--- src/rtl/timer_pkg.sv ---
// Shared definitions for the minutes:seconds countdown stage.
package timer_pkg;

    localparam int DIGIT_W = 4;
    localparam logic [DIGIT_W-1:0] BCD_MAX = 4'd9;

    // Status-only state machine; the digit datapath never depends on it.
    typedef enum logic [1:0] {
        EMPTY = 2'd0,
        ENTRY = 2'd1,
        RUN   = 2'd2,
        DONE  = 2'd3
    } state_t;

endpackage

--- src/rtl/bcd_down_digit.sv ---
// One BCD digit of the countdown: parallel load for key entry, decrement with
// borrow for run mode. Load has priority over decrement.
import timer_pkg::*;

module bcd_down_digit (
    input  logic               clk,
    input  logic               clearn,
    input  logic               load,
    input  logic [DIGIT_W-1:0] load_val,
    input  logic               dec,
    input  logic [DIGIT_W-1:0] wrap_val,
    output logic [DIGIT_W-1:0] q,
    output logic               borrow_out
);

    // A borrow leaves this digit only when it is asked to count below zero.
    assign borrow_out = dec && (q == '0);

    // Digit register: load a keyed value, or step down wrapping to wrap_val.
    always_ff @(posedge clk or negedge clearn) begin
        if (!clearn) begin
            q <= '0;
        end else if (load) begin
            q <= load_val;
        end else if (dec) begin
            q <= (q == '0) ? wrap_val : q - 1'b1;
        end
    end

endmodule

--- src/rtl/countdown_timer.sv ---
// M:SS countdown stage: shifts keyed digits in while loadn is low, counts
// down once per synchronized pgt_1Hz edge while loadn is high, and pulses
// done for one clock when a decrement lands on 0:00.
import timer_pkg::*;

module countdown_timer #(
    parameter int SYNC_STAGES = 2,
    parameter int TENS_WRAP   = 5
) (
    input  logic               clk,
    input  logic               clearn,
    input  logic               pgt_1Hz,
    input  logic               loadn,
    input  logic [DIGIT_W-1:0] bcd,
    output logic [DIGIT_W-1:0] sec_ones,
    output logic [DIGIT_W-1:0] sec_tens,
    output logic [DIGIT_W-1:0] min_ones,
    output logic               zero,
    output logic               done,
    output state_t             fsm_state
);

    logic [SYNC_STAGES-1:0] pgt_sync;
    logic [SYNC_STAGES-1:0] loadn_sync;
    logic [SYNC_STAGES-1:0] fill;
    logic                   pgt_s;
    logic                   loadn_s;
    logic                   pgt_prev;
    logic                   armed;
    logic                   step;
    logic                   entry_load;
    logic                   run_dec;
    logic                   borrow_ones;
    logic                   borrow_tens;
    logic                   borrow_min;
    logic                   at_one;
    logic                   entry_to_zero;
    state_t                 state;
    state_t                 state_next;

    assign pgt_s   = pgt_sync[SYNC_STAGES-1];
    assign loadn_s = loadn_sync[SYNC_STAGES-1];

    // Synchronizers; fill marks when pgt_s carries real samples after reset.
    always_ff @(posedge clk or negedge clearn) begin
        if (!clearn) begin
            pgt_sync   <= '0;
            loadn_sync <= '0;
            fill       <= '0;
            pgt_prev   <= 1'b0;
            armed      <= 1'b0;
        end else begin
            pgt_sync   <= {pgt_sync[SYNC_STAGES-2:0], pgt_1Hz};
            loadn_sync <= {loadn_sync[SYNC_STAGES-2:0], loadn};
            fill       <= {fill[SYNC_STAGES-2:0], 1'b1};
            pgt_prev   <= pgt_s;
            // A pgt held high through reset release must go low before it
            // can count as an edge.
            if (fill[SYNC_STAGES-1] && !pgt_s) begin
                armed <= 1'b1;
            end
        end
    end

    assign step       = pgt_s && !pgt_prev && armed;
    assign zero       = (sec_ones == '0) && (sec_tens == '0) && (min_ones == '0);
    assign entry_load = step && !loadn_s && (bcd <= BCD_MAX);
    assign run_dec    = step && loadn_s && !zero;
    assign at_one     = (min_ones == '0) && (sec_tens == '0) && (sec_ones == 4'd1);
    assign entry_to_zero = (bcd == '0) && (sec_ones == '0) && (sec_tens == '0);

    bcd_down_digit u_sec_ones (
        .clk        (clk),
        .clearn     (clearn),
        .load       (entry_load),
        .load_val   (bcd),
        .dec        (run_dec),
        .wrap_val   (BCD_MAX),
        .q          (sec_ones),
        .borrow_out (borrow_ones)
    );

    bcd_down_digit u_sec_tens (
        .clk        (clk),
        .clearn     (clearn),
        .load       (entry_load),
        .load_val   (sec_ones),
        .dec        (borrow_ones),
        .wrap_val   (DIGIT_W'(TENS_WRAP)),
        .q          (sec_tens),
        .borrow_out (borrow_tens)
    );

    // Minutes never borrow further: run_dec is gated by zero, so a borrow
    // reaching here always finds a non-zero minute digit.
    bcd_down_digit u_min_ones (
        .clk        (clk),
        .clearn     (clearn),
        .load       (entry_load),
        .load_val   (sec_tens),
        .dec        (borrow_tens),
        .wrap_val   ('0),
        .q          (min_ones),
        .borrow_out (borrow_min)
    );

    // State register.
    always_ff @(posedge clk or negedge clearn) begin
        if (!clearn) begin
            state <= EMPTY;
        end else begin
            state <= state_next;
        end
    end

    // Next-state logic for the status machine.
    always_comb begin
        state_next = state;
        case (state)
            EMPTY: begin
                if (entry_load && ((bcd != '0) || !zero)) begin
                    state_next = ENTRY;
                end
            end
            ENTRY: begin
                if (step && loadn_s) begin
                    state_next = zero ? EMPTY : RUN;
                end else if (entry_load && entry_to_zero) begin
                    state_next = EMPTY;
                end
            end
            RUN: begin
                if (step && !loadn_s) begin
                    state_next = ENTRY;
                end else if (run_dec && at_one) begin
                    state_next = DONE;
                end
            end
            DONE: begin
                state_next = EMPTY;
            end
            default: begin
                state_next = EMPTY;
            end
        endcase
    end

    assign done      = (state == DONE);
    assign fsm_state = state;

endmodule

--- config.mk ---
export PLATFORM = sky130hd
export DESIGN_NAME = countdown_timer
export DESIGN_NICKNAME = d
export VERILOG_FILES = /design/src/rtl/timer_pkg.sv /design/src/rtl/bcd_down_digit.sv /design/src/rtl/countdown_timer.sv
export SDC_FILE = /design/constraint.sdc
export NUM_CORES = 1
export LEC_CHECK = 0
export CORE_ASPECT_RATIO = 1.25
export CORE_UTILIZATION = 30
export CTS_CLUSTER_SIZE = 40
export DETAILED_ROUTE_END_ITERATION = 8
export HOLD_SLACK_MARGIN = 0.1
export PLACE_DENSITY = 0.58
export SYNTH_ARGS = -nofsm -noshare
export SYNTH_HDL_FRONTEND = slang
export SYNTH_SLANG_ARGS = --single-unit
--- constraint.sdc ---
create_clock -name clk -period 2.5 [get_ports clk]
set_clock_uncertainty 0.15 [all_clocks]
set_input_delay 0.375 -clock clk [delete_from_list [all_inputs] [get_ports clk]]
set_output_delay 0.375 -clock clk [all_outputs]
set_load 0.02 [all_outputs]
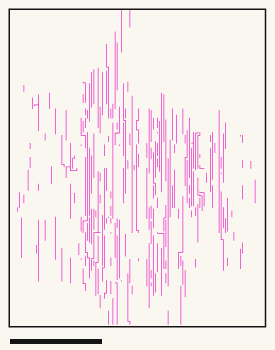
(signal wires on met2)
Bar = 20 um.
- longest straight run: 29.6 um
- nets with wire on the layer: 140
- share of all routed wire: 50%
- main direction: vertical
- wire length on this layer: 1,290 um
via count: 1,009
met2 GRT Util: 29.5%

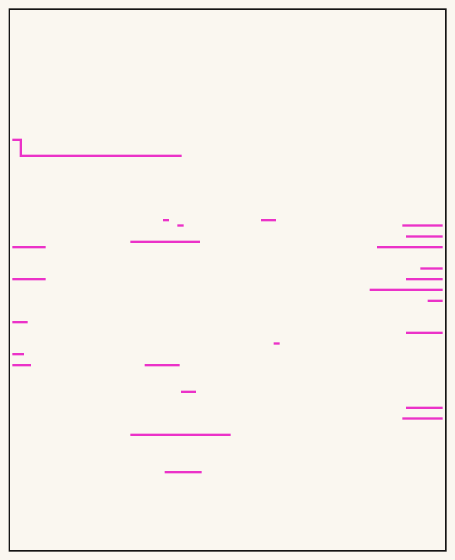
(the metal 3 layer)
- longest straight run: 20.2 um
- share of all routed wire: 4.6%

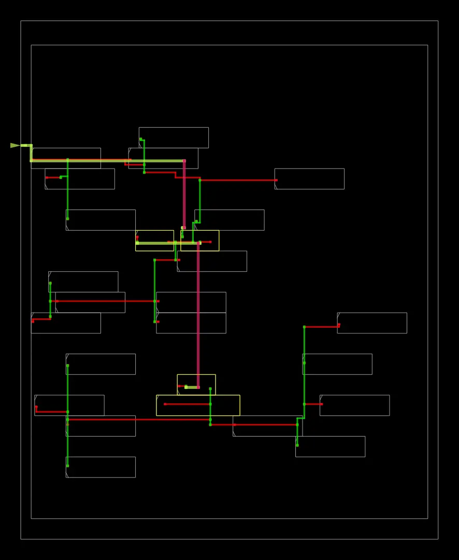
(the clock network)
Late-Pin Clk Latency: 0.26 ns
clk pwr: 0.000325 W
Seq Cell Count: 22
clkbuf count: 3
clock sink count: 22

==> impl_metrics.py <==
# Metrics from the implementation run
metrics = {
    "sta": {
        "fin_setup_tns_ns": 0,
        "rsz0062_at_grt": "false",
        "finalClockPeriodUsage_pct": 96.2,
        "finalHoldViolations": 0,
        "setup_viol": 0,
        "setup_slack_ns": 0.0956,
        "min_period_ns": 2.40,
        "fmax_ghz": 0.416,
        "slew_violations": 0,
    },
    "finish": {
        "dominant_cells": "flip-flops and latches",
        "area_delta_synth_final_pct": 44.0,
        "stdcell_area_um2": 1530,
        "register_area_um2": 551,
        "final-nonclk-buf-share_pct": 23.8,
        "drive_gt1_share_pct": 20.3,
        "final_nets": 162,
        "finish.utilization_pct": 46.6,
        "inv_count": 6,
        "comb_share_pct": 31.0,
        "seq_share_pct": 36.0,
        "clockNetworkAreaShare_pct": 4.67,
        "multiInputGateArea_um2": 473,
    },
    "yosys": {
        "synth-simple-area-share_pct": 27.8,
        "synthFlopType": "dfrtp_1",
        "ys_sh_aoi_pct": 14.7,
        "mux_share_pct": 0,
        "yosys_area_um2": 1060,
        "synth.largest_area_cell": "dfrtp_1",
        "netlist_area_um2": 1060,
        "topCellsByArea": "dfrtp_1 52%, nor2_1 6.0%, a21oi_1 4.2%, nor4_2 3.5%, a31oi_1 2.4%",
        "syn_nets": 120,
        "logic_family": "simple AND/OR/NAND/NOR gates",
        "syn_avg_cell_area_um2": 9.47,
        "synth-xor-area-share_pct": 1.65,
        "yosys_cells": 112,
        "top_cell_area_share_pct": 51.9,
        "syn_inst": 112,
    },
    "place": {
        "place_area_um2": 1460,
        "portBuffers": 23,
        "place_ws_ns": 0.0932,
        "gp_congestion": 0.819,
        "dp.cells": 186,
    },
    "global_routing": {
        "grt_antenna_before_repair": 0,
        "grt_pass1_vias": 1025,
        "grt_use_met3_pct": 2.85,
        "grt_max_degree": 23,
        "track_usage_pct": 16.3,
        "grt_pass1_wl_um": 4390,
    },
    "cts": {
        "cts.repair.resized": 1,
        "clkTransAtPathRegs_ns": 0.08,
        "htreeDepth": 1,
    },
    "run": {
        "warnings": 26,
        "drv_cap": 0,
    },
    "hold_path": {
        "min_path_cells": 0,
        "min_to": "pgt_sync[1]$_DFF_PN0_",
        "min-delay-start": "pgt_sync[0]$_DFF_PN0_",
    },
    "worst_setup_path": {
        "crit_fanout": 2,
        "crit_cells": 3,
        "r2r_slack_ns": 0.31,
        "rr_endpoint": "u_min_ones.q[1]$_DFFE_PN0P_",
        "path_class": "reg2out",
        "arrival_ns": 1.88,
        "cp-startpoint": "u_sec_tens.q[2]$_DFFE_PN0P_",
        "cp_slowest_cell": "or4_4",
        "crit_path_start_kind": "flop",
    },
    "detailed_routing": {
        "drc": 0,
        "drt_wl_total_um": 2570,
        "highest_layer": "met4",
        "ant_nets": 0,
        "met3_length_um": 117,
        "routed-wl-met2_um": 1290,
        "wl_met1_um": 1090,
        "firstDrtPassIters": 4,
        "drt_iter0_drc": 9,
        "routedWlPerCell_um": 13.5,
    },
    "floorplanning": {
        "fp-utilization_pct": 32.3,
        "die_w_um": 55.2,
        "core_um2": 3280,
        "io_pins": 24,
        "dieArea_um2": 3780,
        "tap_cells": 37,
    },
    "power": {
        "power_w": 0.00153,
        "combinationalPower_w": 0.000696,
        "power_leader": "combinational logic",
        "power_frac_seq_pct": 33.1,
    },
    "run_status": {
        "status": "finished clean",
    },
}
Power figures rest on the tool's default switching activity, not on a simulated workload.
